<file path="src/rtl/ctl_pkg.sv">
// ctl_pkg: shared definitions for the program loader / run controller.
//   state_t          : sequencer states (IDLE, LOAD, RUN, HALT)
//   DEFAULT_HALT_ADR : address whose store by the core ends a run
package ctl_pkg;

  typedef enum logic [1:0] {
    IDLE = 2'b00,
    LOAD = 2'b01,
    RUN  = 2'b10,
    HALT = 2'b11
  } state_t;

  localparam logic [7:0] DEFAULT_HALT_ADR = 8'hFF;

endpackage

</file>
<file path="src/rtl/port_mux.sv">
// port_mux: steers either the program loader or the core onto the single
// memory port, selected by the sequencer state.
//   state            : current (reset-qualified) sequencer state
//   load_valid/adr/data : loader write request
//   core_*           : core memory bus
//   mem_*            : memory port (all zero when neither side owns it)
module port_mux
  import ctl_pkg::*;
#(
  parameter int WIDTH = 8
) (
  input  state_t             state,
  input  logic               load_valid,
  input  logic [WIDTH-1:0]   load_adr,
  input  logic [WIDTH-1:0]   load_data,
  input  logic               core_memread,
  input  logic               core_memwrite,
  input  logic [WIDTH-1:0]   core_adr,
  input  logic [WIDTH-1:0]   core_writedata,
  output logic               mem_re,
  output logic               mem_we,
  output logic [WIDTH-1:0]   mem_adr,
  output logic [WIDTH-1:0]   mem_wdata
);

  always_comb begin
    mem_re    = 1'b0;
    mem_we    = 1'b0;
    mem_adr   = '0;
    mem_wdata = '0;
    case (state)
      LOAD: begin
        // load_ready is always high in LOAD, so every valid byte is written
        mem_we    = load_valid;
        mem_adr   = load_adr;
        mem_wdata = load_data;
      end
      RUN: begin
        mem_re    = core_memread;
        mem_we    = core_memwrite;
        mem_adr   = core_adr;
        mem_wdata = core_writedata;
      end
      default: ;
    endcase
  end

endmodule

</file>
<file path="src/rtl/prog_loader_ctl.sv">
// prog_loader_ctl: owns the shared byte-wide memory port. Holds the core in
// reset while a byte stream is written to ascending addresses, then releases
// the core and passes its memory traffic through until it stores to HALT_ADR
// or the run-cycle budget expires.
//   clk, reset        : clock, synchronous active-high reset
//   start             : begin a load (accepted in IDLE or HALT only)
//   load_valid/data/last, load_ready : program byte stream handshake
//   core_memread/memwrite/adr/writedata : core bus
//   core_reset        : reset to the core (low only in RUN)
//   mem_re/we/adr/wdata : memory port
//   done, timeout, result, cycles : outcome of the last run
module prog_loader_ctl
  import ctl_pkg::*;
#(
  parameter int               WIDTH      = 8,
  parameter logic [WIDTH-1:0] HALT_ADR   = WIDTH'(DEFAULT_HALT_ADR),
  parameter int               CNTW       = 16,
  parameter logic [CNTW-1:0]  MAX_CYCLES = {CNTW{1'b1}}
) (
  input  logic               clk,
  input  logic               reset,
  input  logic               start,
  input  logic               load_valid,
  input  logic [WIDTH-1:0]   load_data,
  input  logic               load_last,
  output logic               load_ready,
  input  logic               core_memread,
  input  logic               core_memwrite,
  input  logic [WIDTH-1:0]   core_adr,
  input  logic [WIDTH-1:0]   core_writedata,
  output logic               core_reset,
  output logic               mem_re,
  output logic               mem_we,
  output logic [WIDTH-1:0]   mem_adr,
  output logic [WIDTH-1:0]   mem_wdata,
  output logic               done,
  output logic               timeout,
  output logic [WIDTH-1:0]   result,
  output logic [CNTW-1:0]    cycles
);

  localparam logic [CNTW-1:0] LAST_CYCLE = CNTW'(MAX_CYCLES - 1'b1);

  state_t             state_reg;
  logic [WIDTH-1:0]   load_adr_reg;
  logic [CNTW-1:0]    cycles_reg;
  logic               done_reg;
  logic               timeout_reg;
  logic [WIDTH-1:0]   result_reg;
  state_t             port_state;

  // While reset is held the port behaves as in IDLE, so a reset landing in
  // the middle of LOAD or RUN cannot leak a write into memory.
  assign port_state = reset ? IDLE : state_reg;

  assign core_reset = (port_state != RUN);
  assign load_ready = (port_state == LOAD);
  assign done       = done_reg;
  assign timeout    = timeout_reg;
  assign result     = result_reg;
  assign cycles     = cycles_reg;

  always_ff @(posedge clk) begin
    if (reset) begin
      state_reg    <= IDLE;
      load_adr_reg <= '0;
      cycles_reg   <= '0;
      done_reg     <= 1'b0;
      timeout_reg  <= 1'b0;
      result_reg   <= '0;
    end else begin
      case (state_reg)
        IDLE, HALT: begin
          if (start) begin
            state_reg    <= LOAD;
            load_adr_reg <= '0;
            cycles_reg   <= '0;
            done_reg     <= 1'b0;
            timeout_reg  <= 1'b0;
            result_reg   <= '0;
          end
        end
        LOAD: begin
          if (load_valid) begin
            // The top address ends the load, so the counter saturates
            // instead of wrapping back onto the start of the program.
            if (load_adr_reg != '1)
              load_adr_reg <= load_adr_reg + 1'b1;
            if (load_last || (load_adr_reg == '1))
              state_reg <= RUN;
          end
        end
        RUN: begin
          cycles_reg <= cycles_reg + 1'b1;
          // Halt store wins over a coincident budget expiry.
          if (core_memwrite && (core_adr == HALT_ADR)) begin
            result_reg <= core_writedata;
            done_reg   <= 1'b1;
            state_reg  <= HALT;
          end else if (cycles_reg == LAST_CYCLE) begin
            timeout_reg <= 1'b1;
            state_reg   <= HALT;
          end
        end
        default: state_reg <= IDLE;
      endcase
    end
  end

  port_mux #(.WIDTH(WIDTH)) u_port_mux (
    .state          (port_state),
    .load_valid     (load_valid),
    .load_adr       (load_adr_reg),
    .load_data      (load_data),
    .core_memread   (core_memread),
    .core_memwrite  (core_memwrite),
    .core_adr       (core_adr),
    .core_writedata (core_writedata),
    .mem_re         (mem_re),
    .mem_we         (mem_we),
    .mem_adr        (mem_adr),
    .mem_wdata      (mem_wdata)
  );

endmodule

</file>
<file path="config.mk">
export PLATFORM = sky130hd
export DESIGN_NAME = prog_loader_ctl
export DESIGN_NICKNAME = d
export VERILOG_FILES = /design/src/rtl/ctl_pkg.sv /design/src/rtl/port_mux.sv /design/src/rtl/prog_loader_ctl.sv
export SDC_FILE = /design/constraint.sdc
export NUM_CORES = 1
export LEC_CHECK = 0
export CORE_ASPECT_RATIO = 1.4
export CORE_MARGIN = 2
export CORE_UTILIZATION = 40
export CTS_CLUSTER_SIZE = 14
export DETAILED_ROUTE_END_ITERATION = 7
export PLACE_DENSITY = 0.81
export SKIP_CTS_REPAIR_TIMING = 1
export SLEW_MARGIN = 30
export SYNTH_ARGS = -nofsm -noshare
export SYNTH_HDL_FRONTEND = slang
export SYNTH_SLANG_ARGS = --single-unit
</file>
<file path="constraint.sdc">
create_clock -name clk -period 2.35 [get_ports clk]
set_input_delay 0.5875 -clock clk [delete_from_list [all_inputs] [get_ports clk]]
set_output_delay 0.5875 -clock clk [all_outputs]
set_load 0.02 [all_outputs]
</file>
==> results.py, run 1 <==
# Auto-generated metrics
metrics = {
    "timing": {
        "setup_slack_ns": 0.0346,
        "setup_tns_ns": 0,
        "finalClockPeriodUsage": 0.985,
        "skew_ns": 0.00486,
        "hold_violations": 0,
        "max_freq_mhz": 432,
        "hold_slack_ns": 0.477,
        "drv_slew": 0,
        "worstMarginPinSlew_ns": 0.659,
        "fin_crit_ns": 2.32,
        "setup_violations": 0,
        "slew_headroom": 0.560,
    },
    "worst_setup_path": {
        "worstPathCellList": "dlymetal6s2s_1 -> nand2b_4 -> buf_6 -> ha_4 -> buf_6 -> a22oi_1 -> nor2_2 -> clkbuf_2",
        "crit_buf_inv": 4,
        "critPathTopFamily": "buffers and inverters",
        "slowest_delay_ns": 0.19,
        "critPathKind": "in -> out",
        "critPathRequiredTime_ns": 1.76,
        "path_max_fanout": 7,
        "crit_slowest_cell": "ha_4",
        "end_kind": "output port",
        "crit_top_cell": "buf_6",
        "worst_setup_path_start_kind": "primary input",
        "arrival_ns": 1.73,
    },
    "power": {
        "p_per_area_mw_per_mm2": 685,
        "ir_worst_vdd_v": 0.000492,
        "power_uw": 2290,
        "p_leak_uw": 0.00119,
    },
    "placed_design": {
        "hpwl_mm": 4.80,
        "pre_cts_slack_ns": -0.726,
        "finalWeightedCongestion": 0.840,
        "dp.cells": 402,
        "place_area_sq_mm": 0.00318,
    },
    "final_layout": {
        "final_common_cell": "clkdlybuf4s50_1",
        "stdcell_area_sq_mm": 0.00334,
        "diodes": 0,
        "largest_register_ffs": 16,
        "area_growth_pct": 66.7,
        "layout.nets": 388,
        "final_core_util": 0.691,
        "drive_above_1_share": 0.280,
        "final_cell_mix": "clkdlybuf4s50_1 (55), dfxtp_1 (36), buf_4 (31)",
    },
    "synth": {
        "syn-mean-instance-area_sq_um": 8.29,
        "ys_warn_count": 0,
        "edf_count": 0,
        "synth.cell_area_sq_mm": 0.00201,
        "compound_area_frac": 0.266,
        "synth_cells": 242,
        "synth_chip_area_sq_mm": 0.00201,
        "ys_sh_adder": 0.0499,
        "ys_cells": 242,
        "xor_share": 0.0262,
        "logic_family": "AND-OR/OR-AND gates",
        "mux_share": 0.0106,
        "ys.flops": 36,
        "synth_cell_types": 48,
        "synthFlopType": "dfxtp_1",
        "synthArstFlopShare": 0,
        "yosys.stat.seqShare": 0.359,
        "fp_nets": 281,
        "ys_sh_simple": 0.241,
    },
    "drt": {
        "drt_iter0_drc": 103,
        "firstDrtPassIters": 4,
        "routed_via_density": 5.61,
        "drc": 0,
        "ant_nets": 0,
    },
    "clock_tree": {
        "clkSinkCount": 36,
        "cts_root_buf": "clkbuf_8",
        "numCtsBuffers": 5,
        "path_clk_slew_ns": 0.07,
        "clock_path_buffers": 2,
        "clock_latency_ns": 0.28,
        "htreeDepth": 2,
        "cts_tree": "done",
    },
    "flow_run": {
        "warning_count": 31,
        "cap_violations": 0,
    },
    "global_route": {
        "grt_pass1_wl_mm": 10.0,
        "antenna_found_initial": 0,
        "grt_pass1_vias": 2157,
        "grt_overflow_total": 0,
        "grt_max_degree": 20,
    },
    "status": {
        "status": "finished clean",
    },
    "worst_hold_path": {
        "hold_class": "reg -> reg",
    },
    "floorplanning": {
        "fp_util": 0.414,
        "io_pins": 77,
        "chip_area_sq_mm": 0.00560,
        "core_area_sq_mm": 0.00484,
    },
}
==> run 1: synthesized netlist by cell type, drive strengths merged, types with 2 or more instances <==
cell type,number,area share
nor2,28,0.052
a22oi,17,0.064
xnor2,4,0.017
a31oi,3,0.0094
inv,11,0.021
or4,2,0.0075
nand2,16,0.030
nor3,3,0.012
o2111ai,2,0.0087
xor2,2,0.0087
a22o,8,0.035
and3,2,0.0062
clkbuf,9,0.017
o21ai,10,0.025
nand3,9,0.022
buf,3,0.010
a311oi,5,0.022
dfxtp,36,0.36
nand2b,4,0.012
or3,12,0.040
nor4,3,0.0094
nand4,8,0.025
ha,8,0.050
a21oi,14,0.035
o211ai,5,0.019
==> run 1: layer usage <==
layer  vias to the layer above  GRT usage  share of wire
met5                         -          0              0
met4                         0      0.109          0.023
met3                        11     0.0321          0.033
met2                        65      0.396           0.54
met1                      1110      0.262           0.41
li1                       1138          -              -
==> run 1: power breakdown <==
group / internal (uW) / switching [uW] / total, uW
sequential: 634 / 30.2 / 664
clock: 315 / 222 / 537
combinational: 494 / 595 / 1090
==> run 1: cells by family after synthesis <==
kind of cell	count (synthesis)
simple gates	93
flops	36
xor+xnor	6
fa+ha+maj	8
buf+inv	23
compound gates	74
mux	2
==> run 1: final timing paths <==
path / slack (ns) / start / cells after the start / end
worst max-delay path: 0.03 / reset / 8 / mem_wdata[2]
worst min-delay path: 0.48 / result[6] / 1 / result[6]
worst max register to register: 0.12 / state_reg[0] / 6 / cycles[10]
worst min register to register: 0.48 / result[6] / 1 / result[6]
==> run 1: final cells by class <==
class / instances / area, sq um
Fill cell: 371 / 1500
Inverter: 11 / 41.3
Timing Repair Buffer: 112 / 1030
Clock inverter: 2 / 35.0
Multi-Input combinational cell: 183 / 1360
Tap cell: 64 / 80.1
Sequential cell: 36 / 721
Clock buffer: 6 / 72.6
==> run_1/metal_stack.png <==
Bar = 20 um.
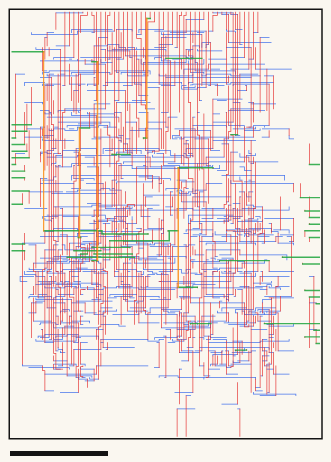
legend:
  green:
    layer: met3
    wire_length: 211 um
  orange:
    layer: met4
    wire_length: 149 um
  red:
    layer: met2
    wire_length: 3450 um
  blue:
    layer: met1
    wire_length: 2590 um
average wire per standard cell: 15.4 um
WL final: 6.40 mm
global-route total usage across every layer: 0.223
Via Count: 2324

==> run_1/final_placement.png <==
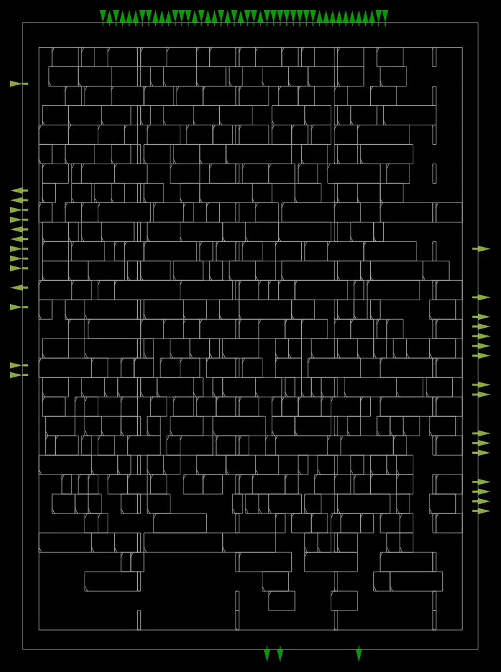
# rows: 30
Final Non-Filler Cells: 414
fillcell total: 371
Tap Count: 64

==> run_1/pins.png <==
Bar = 20 um. Pins as bars across the die edge, other pins in grey.
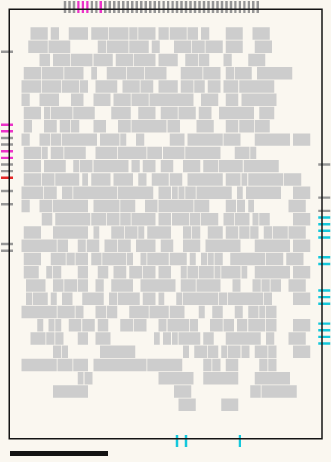
legend:
  magenta:
    port: mem_adr
    pins: 8
    direction: output
    edge: 4 west, 4 north
  cyan:
    port: cycles
    pins: 16
    direction: output
    edge: 13 east, 3 south
  red:
    port: load_valid
    pins: 1
    direction: input
    edge: west
all pins by edge: 44 north, 16 east, 14 west, 3 south
IO buf count: 76
die height: 87.8 um
Die Width: 63.8 um

## Run 2: what changed since run 1
Settings changed: MAX_ROUTING_LAYER set to met4.
==> run_2/metal_stack.png <==
Bar = 20 um.
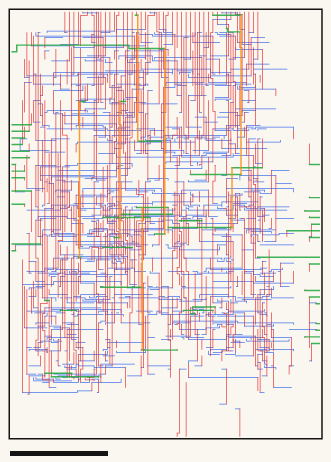
legend:
  green:
    layer: met3
    wire_length: 250 um
  orange:
    layer: met4
    wire_length: 198 um
  blue:
    layer: met1
    wire_length: 2550 um
  red:
    layer: met2
    wire_length: 3590 um
global-route total usage across every layer: 0.230
Via Count: 2335

==> run_2/drive_strength.png <==
Bar = 20 um.
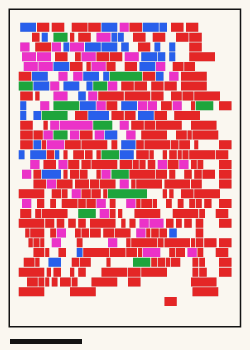
legend:
  magenta:
    size: drive 3 to 4
    cells: 54
    most_used: buf_4
  green:
    size: drive 6 and up
    cells: 14
    most_used: clkbuf_8
  red:
    size: drive 1 or less
    cells: 242
    most_used: clkdlybuf4s50_1
  blue:
    size: drive 2
    cells: 44
    most_used: a22oi_2
setup ws final: 0.0605 ns
Layout area overhead: 69.5%
cell area after layout: 0.00340 sq mm

==> run_2/met3.png <==
Bar = 20 um.
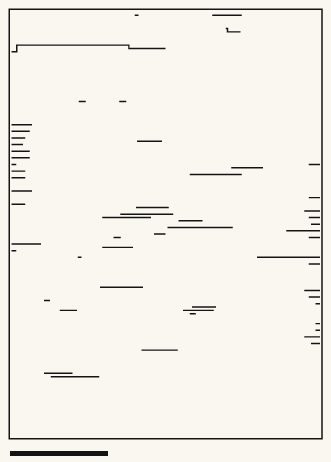
main direction: horizontal
wire length on this layer: 250 um
longest straight run: 23.0 um
nets with wire on the layer: 47
WL final: 6.59 mm
met3 global-route usage: 0.0424

==> results.py, run 2 <==
# Auto-generated metrics
metrics = {
    "placed_design": {
        "dp.cells": 403,
        "place_area_sq_mm": 0.00319,
        "hpwl_mm": 4.84,
        "port-buffer-count": 76,
        "finalWeightedCongestion": 0.870,
        "pre_cts_slack_ns": -0.772,
    },
    "final_layout": {
        "final_cell_mix": "clkdlybuf4s50_1 (55), buf_4 (39), dfxtp_1 (36)",
        "drive_above_1_share": 0.316,
        "instances_no_fill": 418,
        "final_core_util": 0.702,
        "largest_register_ffs": 16,
        "layout.nets": 392,
        "final_common_cell": "clkdlybuf4s50_1",
    },
    "synth": {
        "fp_nets": 281,
        "synth.cell_area_sq_mm": 0.00201,
        "common_cells": "dfxtp_1 (36), nor2_1 (28), a22oi_1 (17)",
        "ys.flops": 36,
        "logic_family": "AND-OR/OR-AND gates",
        "ys_sh_adder": 0.0499,
        "synth_cell_types": 48,
        "synth.largest_area_cell": "dfxtp_1",
        "mux_share": 0.0106,
        "most_common_cell": "dfxtp_1",
        "yosys.stat.seqShare": 0.359,
        "edf_count": 0,
        "synthArstFlopShare": 0,
        "synth_chip_area_sq_mm": 0.00201,
        "syn-mean-instance-area_sq_um": 8.29,
        "xor_share": 0.0262,
        "yosys.area.top_type_share": 0.359,
        "ys_cells": 242,
        "ys_sh_simple": 0.241,
        "ys_warn_count": 0,
        "synthFlopType": "dfxtp_1",
        "synthTopCellsByArea": "dfxtp_1 (36%), a22oi_1 (6.4%), nor2_1 (5.2%), ha_1 (5.0%), a21oi_1 (3.5%)",
        "compound_area_frac": 0.266,
        "synth_cells": 242,
    },
    "timing": {
        "max_freq_mhz": 437,
        "slew_headroom": 0.566,
        "setup_tns_ns": 0,
        "skew_ns": 0.00652,
        "drv_slew": 0,
        "setup_violations": 0,
        "fin_crit_ns": 2.29,
        "rsz0062_at_grt": "false",
        "worstMarginPinSlew_ns": 0.650,
        "finalClockPeriodUsage": 0.974,
    },
    "worst_setup_path": {
        "worst_setup_path_start_kind": "flip-flop",
        "crit_buf_inv": 2,
        "path_max_fanout": 5,
        "arrival_ns": 2.51,
        "end_kind": "flip-flop",
        "slowest_delay_ns": 0.47,
        "worstPathCellList": "inv_1 -> ha_1 -> mux2i_1 -> buf_4 -> or3_4 -> or4_1 -> a21oi_1",
        "critPathTopFamily": "simple AND/OR/NAND/NOR gates",
        "critPathKind": "reg -> reg",
        "critPathRequiredTime_ns": 2.57,
    },
    "clock_tree": {
        "cts_tree": "done",
        "clock_latency_ns": 0.30,
        "clkSinkCount": 36,
        "htreeDepth": 2,
        "cts_root_buf": "clkbuf_8",
        "path_clk_slew_ns": 0.08,
        "clock_path_buffers": 2,
        "numCtsBuffers": 5,
    },
    "flow_run": {
        "cap_violations": 0,
        "warning_count": 31,
    },
    "drt": {
        "drt_iter0_drc": 140,
        "drc": 0,
        "top_layer_used": "met4",
        "route.met2.wl_mm": 3.59,
        "routed_via_density": 5.59,
        "met1_length_mm": 2.55,
        "met3_length_um": 249,
        "ant_nets": 0,
        "wl_per_cell_um": 15.8,
        "firstDrtPassIters": 4,
    },
    "power": {
        "p_per_area_mw_per_mm2": 690,
        "p_leak_uw": 0.00120,
        "ir_worst_vdd_v": 0.000575,
        "power_uw": 2350,
    },
    "worst_hold_path": {
        "hold_class": "reg -> reg",
    },
    "floorplanning": {
        "rows": 30,
        "fp_util": 0.414,
        "chip_area_sq_mm": 0.00560,
        "die_w_um": 63.8,
    },
    "global_route": {
        "grt_max_degree": 20,
        "grt_pass1_wl_mm": 9.92,
        "antenna_found_initial": 0,
        "grt_overflow_total": 0,
        "grt_pass1_vias": 2139,
    },
    "status": {
        "status": "finished clean",
    },
}
run 2: worst reg2reg max path, cell delays in order, from the launching register on:
cell and delay, ns:
dfxtp_1 0.42, inv_1 0.09, ha_1 0.34, mux2i_1 0.19, buf_4 0.16, or3_4 0.40, or4_1 0.47, a21oi_1 0.15
run 2: layout make-up:
| class | count | area (sq um) |
|---|---|---|
| Tap cell | 64 | 80.1 |
| Inverter | 11 | 41.3 |
| Timing Repair Buffer | 116 | 1050 |
| Multi-Input combinational cell | 183 | 1390 |
| Clock buffer | 5 | 68.8 |
| Clock inverter | 3 | 42.5 |
| Fill cell | 356 | 1440 |
| Sequential cell | 36 | 721 |
run 2: logic make-up after synthesis:
| logic type | count (synthesis) |
|---|---|
| flip-flops | 36 |
| buffers and inverters | 23 |
| adder cells (fa/ha/maj) | 8 |
| multiplexers | 2 |
| XOR/XNOR | 6 |
| AND/OR/NAND/NOR | 93 |
| AND-OR/OR-AND | 74 |
run 2: layer usage:
metal | GRT usage | up-vias
met1 | 0.248 | 1116
li1 | - | 1135
met2 | 0.416 | 69
met4 | 0.0830 | 0
met3 | 0.0424 | 15
met5 | - | -
run 2: report_power, final:
| part | internal [uW] | total [uW] | switching, uW |
|---|---|---|---|
| combinational | 514 | 1130 | 612 |
| clock | 314 | 553 | 239 |
| sequential | 634 | 668 | 34.5 |
run 2: worst paths after layout:
check / endpoint / depth (start not counted) / slack [ns] / from
worst max-delay path: cycles[15] / 7 / 0.06 / state_reg[0]
worst max register to register: cycles[15] / 7 / 0.06 / state_reg[0]
worst min-delay path: result[6] / 1 / 0.48 / result[6]
worst min register to register: result[6] / 1 / 0.48 / result[6]
Power is estimated from default activity; no workload was simulated.
